**Nets reached from selected ports**

Scale bar: 20 um.
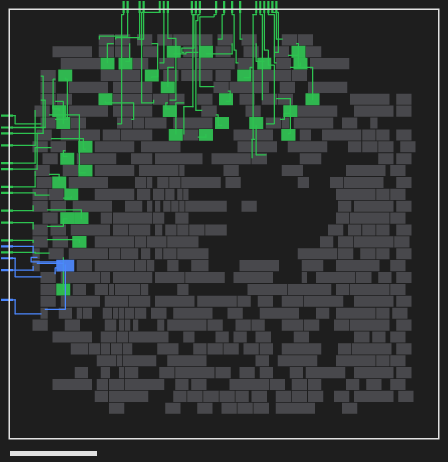
**Register map, names as in the netlist**

Scale bar: 20 um. Other sequential cells in the stronger grey, the rest of the logic in the fainter grey.
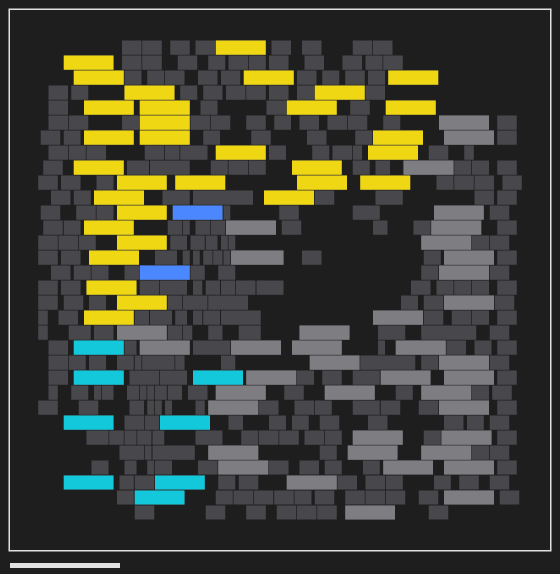
### src/rtl/secure_pkg.sv
// Shared definitions for the secure register access path: FSM states,
// the privileged thread ID and default widths.
package secure_pkg;

    typedef enum logic [1:0] {
        ST_IDLE   = 2'd0,
        ST_ACCESS = 2'd1,
        ST_WAIT   = 2'd2,
        ST_RESP   = 2'd3
    } state_t;

    localparam int PRIV_TID           = 0;
    localparam int DEF_DATA_WIDTH     = 32;
    localparam int DEF_TID_WIDTH      = 4;
    localparam int DEF_CNT_WIDTH      = 8;
    localparam int DEF_LOCK_THRESHOLD = 4;

endpackage

### src/rtl/secure_access_ctrl_if.sv
// Request/response handshake bundle between a requester (master) and
// secure_access_ctrl (slave).
interface secure_access_ctrl_if
    import secure_pkg::*;
#(
    parameter int DATA_WIDTH = DEF_DATA_WIDTH,
    parameter int TID_WIDTH  = DEF_TID_WIDTH
);
    logic                  req_valid;
    logic                  req_ready;
    logic                  req_write;
    logic [TID_WIDTH-1:0]  req_thread_id;
    logic [DATA_WIDTH-1:0] req_wdata;
    logic                  rsp_valid;
    logic                  rsp_ready;
    logic [DATA_WIDTH-1:0] rsp_rdata;
    logic                  rsp_err;

    modport master (
        output req_valid, req_write, req_thread_id, req_wdata, rsp_ready,
        input  req_ready, rsp_valid, rsp_rdata, rsp_err
    );

    modport slave (
        input  req_valid, req_write, req_thread_id, req_wdata, rsp_ready,
        output req_ready, rsp_valid, rsp_rdata, rsp_err
    );
endinterface

### src/rtl/viol_counter.sv
// Saturating count of denied requests with a sticky lockout flag that
// latches on the edge the count reaches LOCK_THRESHOLD.
module viol_counter
    import secure_pkg::*;
#(
    parameter int CNT_WIDTH      = DEF_CNT_WIDTH,
    parameter int LOCK_THRESHOLD = DEF_LOCK_THRESHOLD
) (
    input  logic                 clk,
    input  logic                 rst_n,
    input  logic                 inc,
    output logic [CNT_WIDTH-1:0] count,
    output logic                 lockout
);
    localparam logic [CNT_WIDTH-1:0] CNT_MAX    = {CNT_WIDTH{1'b1}};
    localparam logic [CNT_WIDTH-1:0] CNT_THRESH = CNT_WIDTH'(LOCK_THRESHOLD);

    logic [CNT_WIDTH-1:0] count_r;
    logic [CNT_WIDTH-1:0] next_count_s;
    logic                 lockout_r;

    // Next count value: increment unless already saturated.
    always_comb begin
        next_count_s = count_r;
        if (inc && (count_r != CNT_MAX)) begin
            next_count_s = count_r + CNT_WIDTH'(1);
        end else begin
            next_count_s = count_r;
        end
    end

    // Count and sticky lockout registers; only rst_n clears lockout.
    always_ff @(posedge clk or negedge rst_n) begin
        if (!rst_n) begin
            count_r   <= {CNT_WIDTH{1'b0}};
            lockout_r <= 1'b0;
        end else begin
            count_r <= next_count_s;
            if (inc && (next_count_s == CNT_THRESH)) begin
                lockout_r <= 1'b1;
            end else begin
                lockout_r <= lockout_r;
            end
        end
    end

    assign count   = count_r;
    assign lockout = lockout_r;
endmodule

### src/rtl/secure_access_ctrl.sv
// Front-end for secure_register: only the privileged thread reaches the
// register; denied requests are answered with an error and counted.
module secure_access_ctrl
    import secure_pkg::*;
#(
    parameter int DATA_WIDTH     = DEF_DATA_WIDTH,
    parameter int TID_WIDTH      = DEF_TID_WIDTH,
    parameter int CNT_WIDTH      = DEF_CNT_WIDTH,
    parameter int LOCK_THRESHOLD = DEF_LOCK_THRESHOLD
) (
    input  logic                  clk,
    input  logic                  rst_n,
    secure_access_ctrl_if.slave   bus,
    output logic                  reg_wr_en,
    output logic                  reg_access_en,
    output logic [DATA_WIDTH-1:0] reg_data_in,
    input  logic [DATA_WIDTH-1:0] reg_data_out,
    output logic [CNT_WIDTH-1:0]  viol_count,
    output logic                  lockout
);
    state_t                state_r;
    logic                  req_ready_r;
    logic                  rsp_valid_r;
    logic                  rsp_err_r;
    logic [DATA_WIDTH-1:0] rsp_rdata_r;
    logic                  wr_en_r;
    logic                  access_en_r;
    logic [DATA_WIDTH-1:0] data_in_r;
    logic                  write_r;
    logic                  lockout_s;
    logic                  accept_s;
    logic                  allowed_s;
    logic                  deny_s;

    assign accept_s  = bus.req_valid && (state_r == ST_IDLE);
    assign allowed_s = (bus.req_thread_id == TID_WIDTH'(PRIV_TID)) && !lockout_s;
    assign deny_s    = accept_s && !allowed_s;

    viol_counter #(
        .CNT_WIDTH      (CNT_WIDTH),
        .LOCK_THRESHOLD (LOCK_THRESHOLD)
    ) u_viol_counter (
        .clk     (clk),
        .rst_n   (rst_n),
        .inc     (deny_s),
        .count   (viol_count),
        .lockout (lockout_s)
    );

    // Request FSM; every output is a register updated alongside the state.
    always_ff @(posedge clk or negedge rst_n) begin
        if (!rst_n) begin
            state_r     <= ST_IDLE;
            req_ready_r <= 1'b1;
            rsp_valid_r <= 1'b0;
            rsp_err_r   <= 1'b0;
            rsp_rdata_r <= {DATA_WIDTH{1'b0}};
            wr_en_r     <= 1'b0;
            access_en_r <= 1'b0;
            data_in_r   <= {DATA_WIDTH{1'b0}};
            write_r     <= 1'b0;
        end else begin
            unique case (state_r)
                ST_IDLE: begin
                    if (accept_s) begin
                        write_r     <= bus.req_write;
                        req_ready_r <= 1'b0;
                        if (allowed_s) begin
                            state_r     <= ST_ACCESS;
                            access_en_r <= 1'b1;
                            wr_en_r     <= bus.req_write;
                            data_in_r   <= bus.req_wdata;
                        end else begin
                            state_r     <= ST_RESP;
                            rsp_valid_r <= 1'b1;
                            rsp_err_r   <= 1'b1;
                            rsp_rdata_r <= {DATA_WIDTH{1'b0}};
                        end
                    end else begin
                        req_ready_r <= 1'b1;
                    end
                end
                ST_ACCESS: begin
                    state_r     <= ST_WAIT;
                    access_en_r <= 1'b0;
                    wr_en_r     <= 1'b0;
                    data_in_r   <= {DATA_WIDTH{1'b0}};
                end
                ST_WAIT: begin
                    state_r     <= ST_RESP;
                    rsp_valid_r <= 1'b1;
                    rsp_err_r   <= 1'b0;
                    rsp_rdata_r <= write_r ? {DATA_WIDTH{1'b0}} : reg_data_out;
                end
                ST_RESP: begin
                    if (bus.rsp_ready) begin
                        state_r     <= ST_IDLE;
                        req_ready_r <= 1'b1;
                        rsp_valid_r <= 1'b0;
                        rsp_err_r   <= 1'b0;
                        rsp_rdata_r <= {DATA_WIDTH{1'b0}};
                    end else begin
                        state_r <= ST_RESP;
                    end
                end
                default: begin
                    state_r     <= ST_IDLE;
                    req_ready_r <= 1'b1;
                    rsp_valid_r <= 1'b0;
                    rsp_err_r   <= 1'b0;
                    rsp_rdata_r <= {DATA_WIDTH{1'b0}};
                    wr_en_r     <= 1'b0;
                    access_en_r <= 1'b0;
                    data_in_r   <= {DATA_WIDTH{1'b0}};
                    write_r     <= 1'b0;
                end
            endcase
        end
    end

    assign bus.req_ready = req_ready_r;
    assign bus.rsp_valid = rsp_valid_r;
    assign bus.rsp_err   = rsp_err_r;
    assign bus.rsp_rdata = rsp_rdata_r;
    assign reg_wr_en     = wr_en_r;
    assign reg_access_en = access_en_r;
    assign reg_data_in   = data_in_r;
    assign lockout       = lockout_s;
endmodule

### src/flat_wrapper.sv
// flat-port wrapper written by rule: the top's interface ports become plain ports
module secure_access_ctrl_flat import secure_pkg::*;
#(
    parameter int DATA_WIDTH     = DEF_DATA_WIDTH,
    parameter int TID_WIDTH      = DEF_TID_WIDTH,
    parameter int CNT_WIDTH      = DEF_CNT_WIDTH,
    parameter int LOCK_THRESHOLD = DEF_LOCK_THRESHOLD
)
  (clk, rst_n, reg_wr_en, reg_access_en, reg_data_in, reg_data_out, viol_count, lockout, bus_req_valid, bus_req_write, bus_req_thread_id, bus_req_wdata, bus_rsp_ready, bus_req_ready, bus_rsp_valid, bus_rsp_rdata, bus_rsp_err);
  secure_access_ctrl_if #(.DATA_WIDTH(DATA_WIDTH), .TID_WIDTH(TID_WIDTH)) bus_i ();
  input  logic clk;
  input  logic rst_n;
  output logic reg_wr_en;
  output logic reg_access_en;
  output logic [DATA_WIDTH-1:0] reg_data_in;
  input  logic [DATA_WIDTH-1:0] reg_data_out;
  output logic [CNT_WIDTH-1:0] viol_count;
  output logic lockout;
  input wire logic [$bits(bus_i.req_valid)-1:0] bus_req_valid;
  input wire logic [$bits(bus_i.req_write)-1:0] bus_req_write;
  input wire logic [$bits(bus_i.req_thread_id)-1:0] bus_req_thread_id;
  input wire logic [$bits(bus_i.req_wdata)-1:0] bus_req_wdata;
  input wire logic [$bits(bus_i.rsp_ready)-1:0] bus_rsp_ready;
  output wire logic [$bits(bus_i.req_ready)-1:0] bus_req_ready;
  output wire logic [$bits(bus_i.rsp_valid)-1:0] bus_rsp_valid;
  output wire logic [$bits(bus_i.rsp_rdata)-1:0] bus_rsp_rdata;
  output wire logic [$bits(bus_i.rsp_err)-1:0] bus_rsp_err;
  assign bus_i.req_valid = bus_req_valid;
  assign bus_i.req_write = bus_req_write;
  assign bus_i.req_thread_id = bus_req_thread_id;
  assign bus_i.req_wdata = bus_req_wdata;
  assign bus_i.rsp_ready = bus_rsp_ready;
  assign bus_req_ready = bus_i.req_ready;
  assign bus_rsp_valid = bus_i.rsp_valid;
  assign bus_rsp_rdata = bus_i.rsp_rdata;
  assign bus_rsp_err = bus_i.rsp_err;
  secure_access_ctrl #(.DATA_WIDTH(DATA_WIDTH), .TID_WIDTH(TID_WIDTH), .CNT_WIDTH(CNT_WIDTH), .LOCK_THRESHOLD(LOCK_THRESHOLD)) u_core (.clk(clk), .rst_n(rst_n), .bus(bus_i), .reg_wr_en(reg_wr_en), .reg_access_en(reg_access_en), .reg_data_in(reg_data_in), .reg_data_out(reg_data_out), .viol_count(viol_count), .lockout(lockout));
endmodule
### config.mk
export PLATFORM = sky130hd
export DESIGN_NAME = secure_access_ctrl_flat
export DESIGN_NICKNAME = d
export VERILOG_FILES = /design/src/rtl/secure_pkg.sv /design/src/rtl/secure_access_ctrl_if.sv /design/src/rtl/viol_counter.sv /design/src/rtl/secure_access_ctrl.sv /design/src/flat_wrapper.sv
export SDC_FILE = /design/constraint.sdc
export NUM_CORES = 1
export LEC_CHECK = 0
export CORE_MARGIN = 5
export CORE_UTILIZATION = 40
export DETAILED_ROUTE_END_ITERATION = 16
export HOLD_SLACK_MARGIN = 0.1
export PLACE_DENSITY = 0.87
export RECOVER_POWER = 50
export SYNTH_ARGS = -nofsm -noshare
export SYNTH_HDL_FRONTEND = slang
export SYNTH_SLANG_ARGS = --single-unit
export TNS_END_PERCENT = 5
### constraint.sdc
create_clock -name clk -period 1.95 [get_ports clk]
set_input_delay 0.4875 -clock clk [delete_from_list [all_inputs] [get_ports clk]]
set_output_delay 0.4875 -clock clk [all_outputs]
set_load 0.005 [all_outputs]
==> impl_metrics.csv <==
group,metric,value,unit
outcome,outcome,"complete, no violations",
synth,mappedNetlistNets,294,
timing,period_used_share,97.5,%
timing,final_period_minus_worst_setup_slack,1900,ps
detailed_routing,detailroute.via_count,2524,
grt,grt_first_pass_wirelength,14100,um
cells_and_area,layout.nets,460,
placement,dp_cells,470,
synth,synth.top_cell.area_share,64.7,%
pwr,pg_comb,2.27,mW
grt,overflow,0,
critical_path,critical_path.max_fanout,3,
synth,synthesis.yosys.warnings,0,
critical_path,worst_path_largest_cell_delay,540,ps
critical_path,worst_setup_path_end_kind,"output pin",
critical_path,cp_num_cells,1,
synth,postSynthSeqShare,65.5,%
die,chip_area,9590,um2
die,die_w,98.0,um
pwr,leakage,2.28,nW
cts,ctsRootBufferMaster,"clkbuf_8",
synth,synth_compound_gate_area_share,22.1,%
cts,clock.latency.late_pin,330,ps
cells_and_area,layoutNonFillerInstCount,493,
synth,syn_inst_count,220,
critical_path,critical_setup_path_class,"reg2out",
pwr,switching_power,1.75,mW
detailed_routing,route.top_layer_used,"met4",
die,core_area,7650,um2
cts,cts-buffers-inserted,9,
synth,synthMuxAreaShare,1.42,%
cts,cts.hold.buffers_added,0,
critical_path,r2r_end,"u_core.bus.rsp_rdata[20]",
cts,path_clk_slew,80,ps
critical_path,setup.worst_path.start_class,"flip-flop",
hold_path,hp-class,"in2async",
detailed_routing,detail_route.drc_violations,0,
grt,grt_use_met1,24.5,%
critical_path,reg2reg_launch_point,"u_core.state_r[0]",
critical_path,master_of_the_slowest_instance_on_the_critical_path,"dfstp_2",
grt,first_global_vias,2738,
synth,average_cell_area_after_synthesis,14.1,um2
Back to the opening pictures, 'nets reached from selected ports':
- green: `reg_data_out` (bits 32; direction input; end cells 32; wire 722 um)
- blue: `bus_req_thread_id` (bits 4; direction input; end cells 1; wire 64.5 um)

Back to the opening pictures, 'register map, names as in the netlist':
- yellow: `u_core.bus.rsp_rdata` (sequential cells 32)
- cyan: `u_core.u_viol_counter.count` (sequential cells 8; where bottom left)
- blue: `u_core.state_r` (sequential cells 2)
- not coloured: 39

## Yosys cell counts, drive strengths merged
library cell / n
dfrtp: 80
a22o: 65
buf: 11
nand2: 7
nor2: 7
clkbuf: 5
nand4: 4
o21ai: 4
xnor2: 4
a22oi: 3
and3: 3
inv: 3
mux2: 3
a21o: 2
a21oi: 2
and2: 2
nor3b: 2
o21a: 2
or4: 2
xor2: 2
a31oi: 1
dfstp: 1
ha: 1
mux2i: 1
o311ai: 1
o41ai: 1
or2: 1
## final cells by class
type                       instances  share of cell area [%]
clock inverter                     5                    1.08
inverter                           3                   0.222
tap                              102                    2.51
timing repair buffer             171                    33.9
sequential                        81                    39.9
clock buffer                      11                    2.78
multi-input combinational        120                    19.5
## per-stage QoR
| step | util [%] | instance area [um2] | setup slack (ps) | setup TNS [ps] | hold WS, ps |
|---|---|---|---|---|---|
| global route | 66.4 | 5080 | -3.04 | -3.04 | 360 |
| finish | 66.4 | 5080 | 49.6 | 0 | 279 |
| CTS | 66.3 | 5070 | 4.44 | 0 | 116 |
| detailed placement | 62.5 | 4780 | -478 | -32100 | 471 |
| global placement | 62.5 | 4780 | -455 | -30230 | 459 |
| floorplan | - | 3100 | -24.8 | -718 | 192 |
## flip-flops by register name, summed over array words and instances (netlist names)
register	count
u_core.reg_data_in	32
u_core.write_r	1
u_core.u_viol_counter.count	8
u_core.state_r	2
u_core.bus.rsp_valid	1
u_core.reg_access_en	1
u_core.u_viol_counter.lockout	1
u_core.reg_wr_en	1
u_core.bus.rsp_rdata	32
u_core.bus.rsp_err	1
u_core.bus.req_ready	1
## timing repair
item                                    CTS  global route
resized                                  18             6
endpoints found under the setup margin   69            12
pin swaps                                 6             3
cloned                                    2             0
buffers inserted                          5             1
Power and IR drop assume default switching activity.
